Figure 1. Layout detail (run 1).
Bar = 5 um. Region (38, 58) to (58, 78) um. Cells in grey, sequential cells in the stronger grey; small squares are vias.
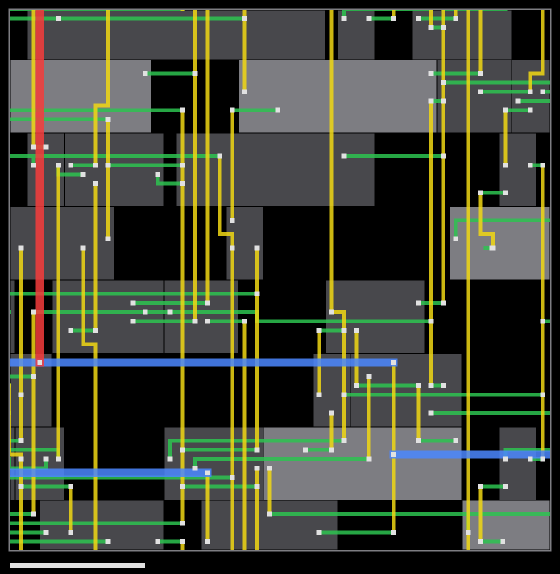
Figure 2. Sequential cells grouped by signal name (run 1).
Bar = 20 um.
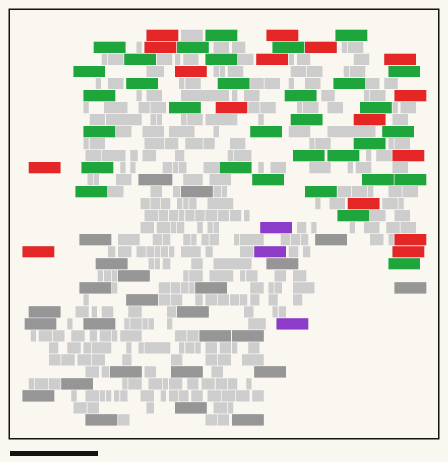
Figure 3. Selected gate families (run 1).
Bar = 20 um.
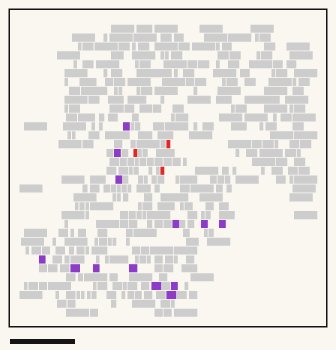
<file path="src/rtl/inst_dispatch_if.sv">
// ============================================================================
//  Module      : inst_dispatch_if
//  Description : Host word stream plus core issue bus (get_v/get_d/exec).
//  Revision    : 1.0 - initial release
// ============================================================================
`default_nettype none

interface inst_dispatch_if;
    logic        s_valid;
    logic [31:0] s_data;
    logic        s_last;
    logic        s_ready;
    logic        get_v;
    logic [15:0] get_d;
    logic        exec;

    // master: the dispatcher, which issues instructions to the core
    modport master (
        input  s_valid, s_data, s_last,
        output s_ready, get_v, get_d, exec
    );

    modport slave (
        output s_valid, s_data, s_last,
        input  s_ready, get_v, get_d, exec
    );
endinterface

`default_nettype wire

</file>
<file path="src/rtl/inst_dispatch.sv">
// ============================================================================
//  Module      : inst_dispatch
//  Description : Splits 32-bit host words into 16-bit instructions and issues
//                them one per cycle with exec framing; flushes after "last".
//  Revision    : 1.0 - initial release
// ============================================================================
`default_nettype none

module inst_dispatch #(
    parameter int CNT_W = 16
) (
    input  logic                 clk,
    input  logic                 rst,
    input  logic                 start,
    inst_dispatch_if.master      bus,
    output logic                 busy,
    output logic                 done,
    output logic                 err_no_last,
    output logic [CNT_W-1:0]     inst_count
);

    localparam logic [15:0] c_inject_op  = 16'h0400;
    localparam logic [5:0]  c_last_class = 6'b000001;

    typedef enum logic [2:0] {
        IDLE  = 3'd0,
        RUN   = 3'd1,
        TAIL  = 3'd2,
        DRAIN = 3'd3,
        FLUSH = 3'd4,
        DONE  = 3'd5
    } state_t;

    state_t      r_state;
    logic [31:0] r_hold_word;
    logic        r_hold_vld;
    logic        r_hold_hi;
    logic        r_hold_last;
    logic        r_inject;
    logic        r_last_acc;
    logic        r_get_v;
    logic [15:0] r_get_d;
    logic        r_exec;

    logic [15:0]      w_half;
    logic             w_half_last;
    logic             w_run;
    logic             w_accept;
    logic             w_issue;
    logic             w_src_hi;
    logic [CNT_W-1:0] w_cnt_next;

    // With the holding register empty, the low half comes straight from the bus.
    assign w_half      = r_hold_vld ? (r_hold_hi ? r_hold_word[31:16] : r_hold_word[15:0])
                                    : bus.s_data[15:0];
    assign w_half_last = (w_half[15:10] == c_last_class);
    assign w_run       = (r_state == RUN);
    assign w_src_hi    = r_hold_vld & r_hold_hi;

    assign bus.s_ready = (w_run & ~r_inject &
                          (~r_hold_vld | (r_hold_hi & ~w_half_last & ~r_hold_last)))
                       | (r_state == FLUSH);
    assign w_accept    = bus.s_valid & bus.s_ready;
    assign w_issue     = w_run & (r_hold_vld | w_accept);
    assign w_cnt_next  = (&inst_count) ? inst_count : inst_count + CNT_W'(1);

    assign bus.get_v   = r_get_v;
    assign bus.get_d   = r_get_d;
    assign bus.exec    = r_exec;
    assign busy        = (r_state != IDLE);

    always_ff @(posedge clk) begin
        if (rst) begin
            r_state     <= IDLE;
            r_hold_word <= '0;
            r_hold_vld  <= 1'b0;
            r_hold_hi   <= 1'b0;
            r_hold_last <= 1'b0;
            r_inject    <= 1'b0;
            r_last_acc  <= 1'b0;
            r_get_v     <= 1'b0;
            r_get_d     <= '0;
            r_exec      <= 1'b0;
            done        <= 1'b0;
            err_no_last <= 1'b0;
            inst_count  <= '0;
        end else begin
            r_get_v <= 1'b0;
            r_get_d <= '0;
            done    <= 1'b0;
            case (r_state)
                IDLE: begin
                    r_exec <= 1'b0;
                    if (start) begin
                        r_state     <= RUN;
                        inst_count  <= '0;
                        err_no_last <= 1'b0;
                        r_hold_vld  <= 1'b0;
                        r_hold_hi   <= 1'b0;
                        r_hold_last <= 1'b0;
                        r_inject    <= 1'b0;
                        r_last_acc  <= 1'b0;
                    end
                end
                RUN: begin
                    // exec rises after the first issue and holds through input bubbles
                    r_exec <= r_exec | r_get_v;
                    if (w_accept && bus.s_last) begin
                        r_last_acc <= 1'b1;
                    end
                    if (r_inject) begin
                        r_get_v     <= 1'b1;
                        r_get_d     <= c_inject_op;
                        inst_count  <= w_cnt_next;
                        err_no_last <= 1'b1;
                        r_inject    <= 1'b0;
                        r_state     <= TAIL;
                    end else if (w_issue) begin
                        r_get_v    <= 1'b1;
                        r_get_d    <= w_half;
                        inst_count <= w_cnt_next;
                        if (w_half_last) begin
                            r_hold_vld <= 1'b0;
                            r_state    <= TAIL;
                        end else if (!w_src_hi) begin
                            if (!r_hold_vld) begin
                                r_hold_word <= bus.s_data;
                                r_hold_last <= bus.s_last;
                            end
                            r_hold_vld <= 1'b1;
                            r_hold_hi  <= 1'b1;
                        end else if (r_hold_last) begin
                            r_hold_vld <= 1'b0;
                            r_inject   <= 1'b1;
                        end else if (w_accept) begin
                            // next word lands while its predecessor's high half issues
                            r_hold_word <= bus.s_data;
                            r_hold_last <= bus.s_last;
                            r_hold_vld  <= 1'b1;
                            r_hold_hi   <= 1'b0;
                        end else begin
                            r_hold_vld <= 1'b0;
                        end
                    end
                end
                TAIL: begin
                    r_exec  <= 1'b1;
                    r_state <= DRAIN;
                end
                DRAIN: begin
                    r_exec <= 1'b0;
                    if (r_last_acc) begin
                        r_state <= DONE;
                        done    <= 1'b1;
                    end else begin
                        r_state <= FLUSH;
                    end
                end
                FLUSH: begin
                    r_exec <= 1'b0;
                    if (bus.s_valid && bus.s_last) begin
                        r_state <= DONE;
                        done    <= 1'b1;
                    end
                end
                DONE: begin
                    r_exec  <= 1'b0;
                    r_state <= IDLE;
                end
                default: begin
                    r_state <= IDLE;
                end
            endcase
        end
    end

endmodule

`default_nettype wire

</file>
<file path="src/flat_wrapper.sv">
// flat-port wrapper written by rule: the top's interface ports become plain ports
module inst_dispatch_flat 
#(
    parameter int CNT_W = 16
)
  (clk, rst, start, busy, done, err_no_last, inst_count, bus_s_valid, bus_s_data, bus_s_last, bus_s_ready, bus_get_v, bus_get_d, bus_exec);
  inst_dispatch_if bus_i ();
  input  logic clk;
  input  logic rst;
  input  logic start;
  output logic busy;
  output logic done;
  output logic err_no_last;
  output logic [CNT_W-1:0] inst_count;
  input wire logic [$bits(bus_i.s_valid)-1:0] bus_s_valid;
  input wire logic [$bits(bus_i.s_data)-1:0] bus_s_data;
  input wire logic [$bits(bus_i.s_last)-1:0] bus_s_last;
  output wire logic [$bits(bus_i.s_ready)-1:0] bus_s_ready;
  output wire logic [$bits(bus_i.get_v)-1:0] bus_get_v;
  output wire logic [$bits(bus_i.get_d)-1:0] bus_get_d;
  output wire logic [$bits(bus_i.exec)-1:0] bus_exec;
  assign bus_i.s_valid = bus_s_valid;
  assign bus_i.s_data = bus_s_data;
  assign bus_i.s_last = bus_s_last;
  assign bus_s_ready = bus_i.s_ready;
  assign bus_get_v = bus_i.get_v;
  assign bus_get_d = bus_i.get_d;
  assign bus_exec = bus_i.exec;
  inst_dispatch #(.CNT_W(CNT_W)) u_core (.clk(clk), .rst(rst), .start(start), .bus(bus_i), .busy(busy), .done(done), .err_no_last(err_no_last), .inst_count(inst_count));
endmodule
</file>
<file path="config.mk">
export PLATFORM = sky130hd
export DESIGN_NAME = inst_dispatch_flat
export DESIGN_NICKNAME = d
export VERILOG_FILES = /design/src/rtl/inst_dispatch_if.sv /design/src/rtl/inst_dispatch.sv /design/src/flat_wrapper.sv
export SDC_FILE = /design/constraint.sdc
export NUM_CORES = 1
export LEC_CHECK = 0
export CAP_MARGIN = 20
export CORE_MARGIN = 2
export CORE_UTILIZATION = 40
export DETAILED_ROUTE_END_ITERATION = 8
export DONT_BUFFER_PORTS = 1
export MAX_ROUTING_LAYER = met4
export PLACE_DENSITY = 0.63
export SYNTH_ARGS = -nofsm -noshare
export SYNTH_HDL_FRONTEND = slang
export SYNTH_SLANG_ARGS = --single-unit
</file>
<file path="constraint.sdc">
create_clock -name clk -period 2.8 [get_ports clk]
set_input_delay 0.42 -clock clk [delete_from_list [all_inputs] [get_ports clk]]
set_output_delay 0.42 -clock clk [all_outputs]
set_load 0.05 [all_outputs]
</file>
==> CHANGELOG.md, run 1 <==
### Physical design

- Status: finished clean
- Pleak: 1.59 nW
- F_max: 0.377 GHz
- # diodes: 0
- DRC violations left: 0
- Max-slew violation count: 0
- Synthesized area: 3450 sq um
- Period minus WS final: about 2.7 ns
- Most frequent cells in the layout: 75 x dfxtp_1, 63 x nor2_1, 47 x mux2i_1, 24 x buf_4, 21 x nand2_1
- Final hold vios: 0
- Final antenna-violating net count: 0
- Post-synthesis area per instance: 9.61 sq um
- Post-synth net total: 397
- Min-delay worst type: in2reg
- Layout cells sized above 1: 15.7%
- Via count: around 2700
- Crit Path Max Fanout: 8
- GR Util All Layers: 17.2%
- Slew margin rel.: 61.0%
- Period utilization: 94.8%
- Clock Pin Slew Worst Setup and Hold Paths: 0.09 ns
- Largest net degree at the start of global routing: 49
- Worst EP required: 2.38 ns
- Init Core Util: 41.6%
- Critical Path AT: 2.23 ns
- Crit path largest cell delay: 0.46 ns
- Pre-CTS setup slack: 0.361 ns
- Critical path type: reg2out
- Synth area leaders: dfxtp_1 44%, mux2i_1 14%, nor2_1 6.9%
- Critical path, cell by cell: mux2_2, mux2i_1, nand4_2, nor2_2, o31ai_2, buf_4
- Number of synthesized flops with an enable pin: 0
- Max cap viols: 0
- Slew @ Worst Pin: a little under 0.6 ns
- Crit start category: flip-flop
- Latency at later pin: 0.37 ns
- DR pass1 iterations: 4
- DRT Wirelength: 7610 um
- Power per cell area: 835 nW/um^2
- Post-synth top area share: 44.1%
- Distinct lib cells used: between 50 and 60
- Most used flip-flop cell: dfxtp_1
- Layout area overhead: 12.3%
- Hold-fix buffers, CTS: 0
- Post-CTS Setup Inserts: 0
- 1st-iter DRT viols: 121
- Vias in the first global route: 2538
- Root Buffer: clkbuf_8
- Worst Slack Setup Final: 0.146 ns
- RSZ-0062 raised after global routing: false
- FP Rows: 33
- CTS tree: yes
- FFs w/ async S/R, synth: 0%
- Log Warnings: 26
- Routed WL per cell: roughly 16 um
- Synth area leader: dfxtp_1
- Die Height: around 97 um
- Die width: 96.9 um
- CTS Buffer Depth: 2
- TNS Setup: 0 ns
- I/O Buffers: 0
- Crit-path leading delay family: multiplexers
- Fillers: between 800 and 900
Notes on Figure 1 above:
Green stands for metal 1. Blue stands for metal 3. Yellow stands for metal 2. Red stands for metal 4.
25 logic cells have their middle in the window. Netlist names of flops here include u_core.r_hold_word (3), u_core.bus.get_d (1). Most frequent: nor2_1 (6), mux2i_1 (4), dfxtp_1 (4). Sequential cells in the window: 4.

Notes on Figure 2 above:
Green stands for u_core.r_hold_word, flops 32. Red stands for u_core.bus.get_d, flops 16. Purple stands for u_core.r_state, flops 3.
Another 25 sequential cells are not coloured.
sequential fraction of total cell area: 39.3%
power of the sequential group: 0.00134 W
Flop area: 1520 sq um
final core utilization: 46.7%

Notes on Figure 3 above:
Red stands for inverters, cells 3, most used inv_1. Purple stands for AND and OR gates, cells 13, most used and3_1.
dominant logic cell type in the layout: dfxtp_1
Layout Cells excl Fill: 480
logic share of the area: 45.9%

-- run 1: repair_timing --
| action | 4_1_cts | 5_1_grt |
|---|---|---|
| gates resized | 0 | 1 |
| setup endpoints to repair | 0 | 1 |
| endpoints found under the hold margin | 0 | 0 |
-- run 1: where the power goes --
group / internal, W / switching (W)
clock: 0.000517 / 0.000456
combinational: 0.000356 / 0.000563
sequential: 0.00118 / 0.000165
-- run 1: cell type report --
cell class	instances	area (sq um)	area share (%)
clock inverters	7	105	2.71
flip-flops and latches	76	1520	39.3
clock buffers	9	124	3.20
multi-input cells	255	1780	45.9
inverters	3	11.3	0.291
repair buffers	25	200	5.17
well taps	105	131	3.39
-- run 1: path summary, 6_finish.rpt --
path | startpoint | end | slack (ns) | depth (start not counted)
setup / recovery | u_core.r_hold_hi$_SDFFE_PP0P_ | bus_s_ready | 0.15 | 6
hold reg to reg | u_core.r_hold_word[9]$_SDFFE_PP0P_ | u_core.r_hold_word[9]$_SDFFE_PP0P_ | 0.50 | 2
setup reg to reg | u_core.r_state[0]$_SDFFE_PP0P_ | u_core.inst_count[10]$_SDFFE_PP0P_ | 0.44 | 6
hold / removal | rst | u_core.inst_count[5]$_SDFFE_PP0P_ | 0.12 | 1
-- run 1: synth_stat cells, drive strengths merged, types with 2 or more instances --
cell type / instances
a21oi: 13
a22o: 2
a311oi: 4
a31o: 2
a31oi: 5
a41oi: 4
and3: 4
and4: 3
buf: 15
clkbuf: 10
dfxtp: 76
inv: 3
mux2: 5
mux2i: 48
nand2: 21
nand2b: 5
nand3: 7
nand4: 3
nor2: 64
nor2b: 5
nor3: 2
nor3b: 2
nor4b: 2
o2111ai: 5
o211ai: 6
o21ai: 7
o22ai: 2
o2bb2ai: 10
o31ai: 2
or2: 3
or3: 2
xor2: 8
-- run 1: sequential cells by signal (all words and copies together) (netlist names) --
name,cells
u_core.bus.exec,1
u_core.bus.get_d,16
u_core.bus.get_v,1
u_core.done,1
u_core.err_no_last,1
u_core.inst_count,16
u_core.r_hold_hi,1
u_core.r_hold_last,1
u_core.r_hold_vld,1
u_core.r_hold_word,32
u_core.r_inject,1
u_core.r_last_acc,1
u_core.r_state,3
-- run 1: routing by layer --
layer	GRT usage (%)	part of all wire, %
met1	20.3	44
met3	5.64	7.7
met4	7.91	2.1
met2	26.4	46
met5	-	0
-- run 1: stage by stage --
| stage | hold slack (ns) | utilization, % | std cells |
|---|---|---|---|
| finish | 0.117 | 46.7 | 480 |
| floorplan | 0.458 | - | 359 |
| detailed placement | 0.484 | 43.9 | 464 |
| global placement | 0.470 | 43.9 | 464 |
| CTS | 0.0995 | 46.7 | 480 |
| global route | 0.0969 | 46.7 | 480 |
-- run 1: cell families after synthesis --
| group | share of synthesized area [%] |
|---|---|
| DFF | 44.1 |
| buffers and inverters | 4.46 |
| AOI/OAI and AO/OA | 14.5 |
| and+or+nand+nor | 18.1 |
| adders and majority gates | 0.363 |
| xor gates and xnor gates | 2.28 |
| muxes | 16.1 |
Figure 4. Track usage over the die (run 1).
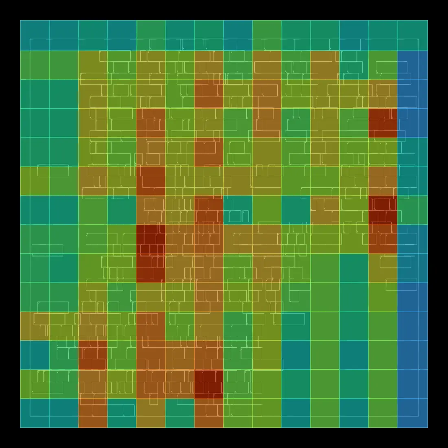

==> run 1 -> run 2 <==
--- a/config.mk
+++ b/config.mk
@@ -7,11 +7,12 @@
 export LEC_CHECK = 0
 export CAP_MARGIN = 20
 export CORE_MARGIN = 2
-export CORE_UTILIZATION = 40
+export CORE_UTILIZATION = 50
 export DETAILED_ROUTE_END_ITERATION = 8
 export DONT_BUFFER_PORTS = 1
+export GPL_TIMING_DRIVEN = 1
 export MAX_ROUTING_LAYER = met4
-export PLACE_DENSITY = 0.63
+export PLACE_DENSITY = 0.74
 export SYNTH_ARGS = -nofsm -noshare
 export SYNTH_HDL_FRONTEND = slang
 export SYNTH_SLANG_ARGS = --single-unit
Figure 5. Track usage over the die (run 2).
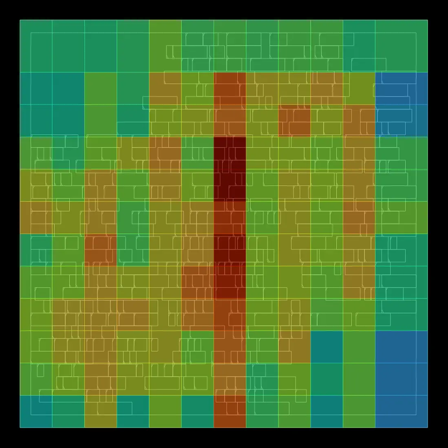
Routed WL per cell: 16.6 um
GR Util All Layers: 21.1%
met2 Usage GRT: 33.4%

Figure 6. Sequential cells grouped by signal name (run 2).
Bar = 20 um.
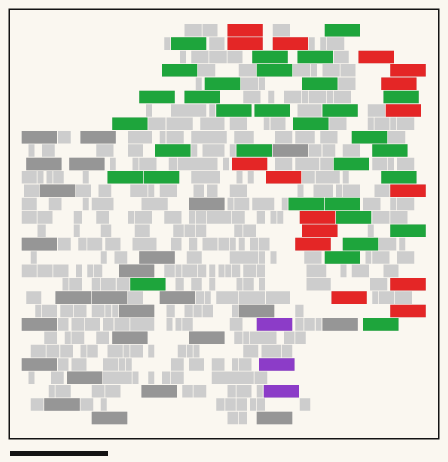
Flop area: 1520 sq um
final core utilization: 56.8%
sequential fraction of total cell area: 39.8%

==> CHANGELOG.md, run 2 <==
### Physical design

- Critical path type: reg2out
- Hold Path End: u_core.done$_SDFF_PP0_
- Period minus WS final: about 2.7 ns
- Post-synthesis area per instance: 9.61 sq um
- Sw power: 0.00118 W
- Die Height: about 87 um
- Post-synth net total: between 300 and 400
- Latency at later pin: 0.36 ns
- Synth area leaders: dfxtp_1 44%, mux2i_1 14%, nor2_1 6.9%
- Crit path largest cell delay: 0.35 ns
- Power per cell area: 801 nW/um^2
- Reg-to-reg setup timing slack: roughly 0.36 ns
- F_max: ~0.37 GHz
- Hold path depth: 1
- Synth area leader: dfxtp_1
- Min-delay worst type: in2reg
- Post-synth top cells: 76 x dfxtp_1, 63 x nor2_1, 47 x mux2i_1
- Init Core Util: 51.4%
- Log Warnings: 26
- DR pass1 iterations: 4
- CTS tree: yes
- Period utilization: 95.5%
- Most frequent cells in the layout: 76 x dfxtp_1, 63 x nor2_1, 46 x mux2i_1, 23 x buf_4, 21 x nand2_1
- Final hold vios: 0
- Flop pwr share: a little over two fifths
- Crit-path leading delay family: multiplexers
- Yosys top cell by instances: dfxtp_1
- Worst EP required: 2.38 ns
- Number of synthesized flops with an enable pin: 0
- Clock power share: approximately a quarter
- DRT Wirelength: 7570 um
- Most used flip-flop cell: dfxtp_1
- Post-synth top area share: 44.1%
- FP Rows: 30
- Max cap viols: 0
- Largest net degree at the start of global routing: 49
- Post-CTS Setup Inserts: 0
- TNS Setup: 0 ns
- Hold-fix buffers, CTS: 0
- 1st-iter DRT viols: approximately 180
- Reg-to-reg startpoint: u_core.r_hold_hi$_SDFFE_PP0P_
- Layout cells sized above 1: 15.7%
- CTS Buffer Depth: 2
- Switching Share: 38.7%
- Status: finished clean
- Slew margin rel.: 62.1%
- Distinct lib cells used: 53
- Clock Pin Slew Worst Setup and Hold Paths: 0.08 ns
- DRC violations left: 0
- Dominant logic cell type in the layout: dfxtp_1
- Slew @ Worst Pin: roughly 0.57 ns
- Max reg flops: 32
- Final antenna-violating net count: 0
- Worst Slack Setup Final: around 0.13 ns
- # diodes: 0
- Vias in the first global route: 2485
- Worst R2R Path Depth: 8
- VDD IR-drop max: 0.375 mV
- Layout area overhead: 10.7%
- P_int: 0.00188 W
- Die width: 87.1 um
- Post-cts resize count: 0
- Via count: around 2700
- Synthesized area: 3450 sq um
- Critical Path AT: 2.25 ns
- Biggest register: u_core.r_hold_word
- #FFs+latches synth: about 76
- Root Buffer: clkbuf_8
- Comb pwr share: 30.1%
- Reg2reg end: u_core.r_hold_word[27]$_SDFFE_PP0P_
- Critical path, cell by cell: buf_4, mux2_2, mux2i_1, nand4_2, nor2_2, o31ai_2, buf_4
-- run 2: cell types whose count changed in the layout (fill, tap and decap cells not counted) --
cell	change
mux2i_1	-1
bufinv_16	-2
buf_4	-1
inv_8	+1
dfxtp_2	-1
dfxtp_1	+1
clkinv_4	+2
mux2i_2	+1
buf_12	+1
inv_6	-1
-- run 2: cells by family after synthesis --
logic type,after synthesis,synth area share [%]
DFF,76,44.1
AOI/OAI and AO/OA,66,14.5
muxes,53,16.1
buffers and inverters,28,4.46
xor gates and xnor gates,9,2.28
adders and majority gates,1,0.363
and+or+nand+nor,126,18.1
-- run 2: how the worst max path moves through the flow --
stage,startpoint,endpoint,slack [ns],cells past startpoint
floorplan,u_core.r_hold_vld$_SDFFE_PP0P_,bus_s_ready,0.08,6
global placement,u_core.r_hold_hi$_SDFFE_PP0P_,u_core.r_hold_word[19]$_SDFFE_PP0P_,0.50,8
detailed placement,u_core.r_hold_hi$_SDFFE_PP0P_,u_core.r_hold_word[7]$_SDFFE_PP0P_,0.33,8
CTS,u_core.r_hold_hi$_SDFFE_PP0P_,bus_s_ready,0.07,7
global route,u_core.r_hold_hi$_SDFFE_PP0P_,bus_s_ready,0.005,7
finish,u_core.r_hold_hi$_SDFFE_PP0P_,bus_s_ready,0.13,7
-- run 2: power groups by stage --
stage	Sequential, W	Combinational [W]	Clock [W]
6_report	0.00134	0.000920	0.000800
5_1_grt	0.00136	0.000999	0.000855
4_1_cts	0.00134	0.000921	0.000812
3_5_place_dp	0.00136	0.000917	0
3_3_place_gp	0.00136	0.000898	0
2_1_floorplan	0.00134	0.000750	0
-- run 2: metal layers --
layer	routed length, um	GRT usage, %
met5	0	-
met4	104	5.97
met3	483	7.87
met2	3670	33.4
met1	3310	25.2
-- run 2: layout make-up --
cell class | count | area, sq um | share of cell area [%]
Clock buffer | 9 | 124 | 3.24
Clock inverter | 7 | 65.1 | 1.70
Inverter | 3 | 11.3 | 0.295
Multi-Input combinational cell | 255 | 1780 | 46.7
Sequential cell | 76 | 1520 | 39.8
Tap cell | 80 | 100 | 2.62
Timing Repair Buffer | 25 | 213 | 5.57
-- run 2: through the flow --
| stage | hold WS [ns] | instances |
|---|---|---|
| 2_1_floorplan | 0.458 | 359 |
| 3_3_place_gp | 0.471 | 439 |
| 3_5_place_dp | 0.486 | 439 |
| 4_1_cts | 0.112 | 455 |
| 5_1_grt | 0.110 | 455 |
| 6_report | 0.134 | 455 |
Figure 7. Selected gate families (run 2).
Bar = 20 um.
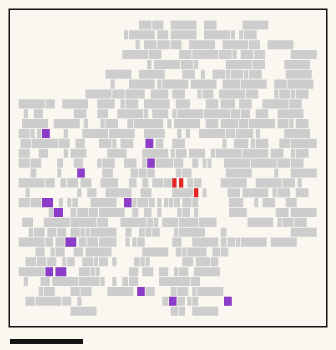

==> run 2 -> run 3 <==
--- a/config.mk
+++ b/config.mk
@@ -10,6 +10,7 @@
 export CORE_UTILIZATION = 50
 export DETAILED_ROUTE_END_ITERATION = 8
 export DONT_BUFFER_PORTS = 1
+export GPL_ROUTABILITY_DRIVEN = 0
 export GPL_TIMING_DRIVEN = 1
 export MAX_ROUTING_LAYER = met4
 export PLACE_DENSITY = 0.74
Figure 8. Selected gate families (run 3).
Bar = 20 um.
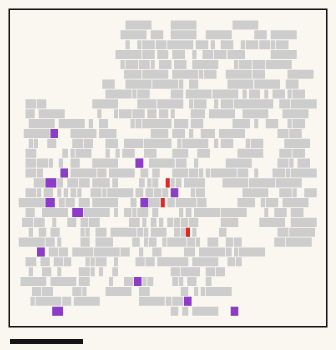
logic share of the area: 46.8%
Layout Cells excl Fill: 455

==> CHANGELOG.md, run 3 <==
### Physical design

- Layout area overhead: 10.3%
- Dominant logic cell type in the layout: dfxtp_1
- Placed Area: 3600 sq um
- Distinct lib cells used: 53
- Max cap viols: 0
- Htree depth: 3
- CTS tree: yes
- Root Buffer: clkbuf_8
- Yosys top cell by instances: dfxtp_1
- Drt via density: between 5 and 6
- M1 GR Usage: 24.8%
- Slew margin rel.: approximately three fifths
- Synthesized area: between 3000 and 4000 sq um
- Post-Synth Adder-Cell Area: less than 1%
- Pleak: 1.57 nW
- Core Box Area: 6720 sq um
- Final core utilization: between 50% and 60%
- Final antenna-violating net count: 0
- Met3 Use GR: 5.88%
- Hold-fix buffers, CTS: 0
- Ao+oa area frac: 14.5%
- Critical path type: reg2out
- Grt peak-use layer: met2
- # diodes: 0
- Power per cell area: 814 nW/um^2
- Max-slew violation count: 0
- Init Core Util: 51.4%
- Layout cells sized above 1: ~16%
- Biggest register: u_core.r_hold_word
- Number of synthesized flops with an enable pin: 0
- CTS Buf Count: 9
- Sequential element share of the synthesized area: ~44%
- Routed WL per cell: 16.0 um
- Critical Path AT: 2.17 ns
- Synth area leaders: dfxtp_1 44%, mux2i_1 14%, nor2_1 6.9%
- Die Height: just under 90 um
- Met2 Usage GRT: 31.7%
- Log Warnings: 26
- Largest net degree at the start of global routing: 49
- DR pass1 iterations: 4
- Period utilization: approximately 93%
- Crit path largest cell delay: 0.60 ns
- Post-synth top cells: 76 x dfxtp_1, 63 x nor2_1, 47 x mux2i_1
- Latency at later pin: 0.35 ns
- Post-synth top area share: 44.1%
- Final hold vios: 0
- CTS Buffer Depth: 2
- Grt ovf: 0
- Crit start category: flip-flop
- VDD IR-drop max: 0.405 mV
- Vias in the first global route: 2443
- First-pass GRT wire length: 11800 um
- Status: finished clean
- Crit Path Max Fanout: 9
- Worst EP required: 2.38 ns
- Most frequent cells in the layout: 75 x dfxtp_1, 63 x nor2_1, 47 x mux2i_1, 25 x buf_4, 21 x nand2_1
- Synth area leader: dfxtp_1
- FP Rows: 30
- Post-DP HPWL: about 5200 um
- Min-delay worst type: in2reg
- Nets: 408
- Post-synth net total: between 300 and 400
- Critical path, cell by cell: buf_4, mux2i_1, nand2_1, nor2_2, o31ai_2, buf_4
- Period minus WS final: 2.59 ns
- Mux share: 16.1%
- 1st-iter DRT viols: 173
- Slew @ Worst Pin: 0.584 ns
- Clock Pin Slew Worst Setup and Hold Paths: 0.08 ns
- DRC violations left: 0
- Most used flip-flop cell: dfxtp_1
- Worst path slowest cell: dfxtp_1
- I/O Buffers: 0
- F_max: 0.386 GHz
- Die width: between 80 and 90 um
- TNS Setup: 0 ns
- Ports: 75
- Post-synthesis area per instance: 9.61 sq um
- #FFs+latches synth: 76
- Synth Area in Simple Gates: 18.1%
- XOR/XNOR Area Share: 2.28%
- Max reg flops: 32
- FFs w/ async S/R, synth: 0%
- RSZ-0062 raised after global routing: false
- Yosys warns: 0
- Dominant comb cell: simple AND/OR/NAND/NOR gates
Figure 9. Routed metal, one colour a layer (run 3).
Bar = 20 um.
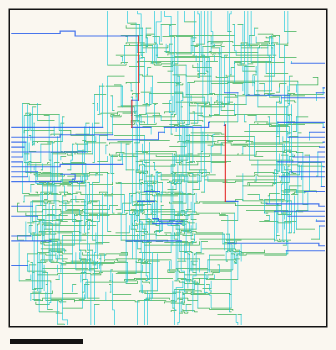
Red stands for metal 4, wire length 46.2 um. Blue stands for metal 3, wire length 510 um. Cyan stands for metal 2, wire length 3420 um. Green stands for metal 1, wire length 3290 um.
GR Util All Layers: 20.2%
via count: 2615
DRT Wirelength: 7260 um

==> run 3: metal layers <==
| metal | vias to the layer above | part of all wire [%] |
|---|---|---|
| met5 | - | 0 |
| met4 | 0 | 0.63 |
| met3 | 6 | 7.0 |
| met2 | 73 | 47 |
| met1 | 1218 | 45 |
| li1 | 1318 | - |
==> run 3: what timing repair did <==
item | in CTS | in global routing
resized | 0 | 1
buffers inserted | 0 | 0
setup endpoints to repair | 0 | 1
==> run 3: worst max-delay path: cells and delay by family (launching register included) <==
kind            cells  cell delay, ns
flops               1            0.60
buf+inv             2            0.49
simple gates        2            0.35
mux                 1            0.32
compound gates      1            0.07
==> run 3: cells by family (layout without fill, tap and decap cells) <==
| logic type | after synthesis | count (layout) |
|---|---|---|
| mux | 53 | 53 |
| compound gates | 66 | 66 |
| xor+xnor | 9 | 9 |
| buf+inv | 28 | 44 |
| simple gates | 126 | 126 |
| fa+ha+maj | 1 | 1 |
| flops | 76 | 76 |
==> run 3: layout make-up <==
type	count	area (sq um)
clock inverters	7	81.3
fillers	609	2910
multi-input cells	255	1780
flip-flops and latches	76	1520
repair buffers	25	188
inverters	3	11.3
well taps	80	100
clock buffers	9	124
==> run 3: final timing paths <==
check	startpoint	to	slack, ns	cells past startpoint
worst max-delay path	u_core.r_hold_vld$_SDFFE_PP0P_	bus_s_ready	0.21	6
worst min-delay path	rst	u_core.done$_SDFF_PP0_	0.14	1
worst max register to register	u_core.r_hold_vld$_SDFFE_PP0P_	u_core.r_hold_word[24]$_SDFFE_PP0P_	0.52	7
worst min register to register	u_core.r_hold_word[9]$_SDFFE_PP0P_	u_core.r_hold_word[9]$_SDFFE_PP0P_	0.50	2
==> run 3: report_power, final <==
| group | switching [W] | leakage (nW) | internal [W] |
|---|---|---|---|
| registers | 0.000152 | 0.614 | 0.00118 |
| clock network | 0.000432 | 0.101 | 0.000426 |
| logic | 0.000565 | 0.855 | 0.000346 |
==> run 3: stage by stage <==
| stage | std cells | worst slack [ns] | hold slack (ns) | power [W] |
|---|---|---|---|---|
| 2_1_floorplan | 359 | 0.0798 | 0.458 | 0.00209 |
| 3_3_place_gp | 439 | 0.525 | 0.476 | 0.00224 |
| 3_5_place_dp | 439 | 0.464 | 0.483 | 0.00226 |
| 4_1_cts | 455 | 0.122 | 0.122 | 0.00312 |
| 5_1_grt | 455 | 0.0567 | 0.119 | 0.00327 |
| 6_report | 455 | 0.208 | 0.140 | 0.00310 |
No activity file was given, so power comes from the tool's default toggle rates.
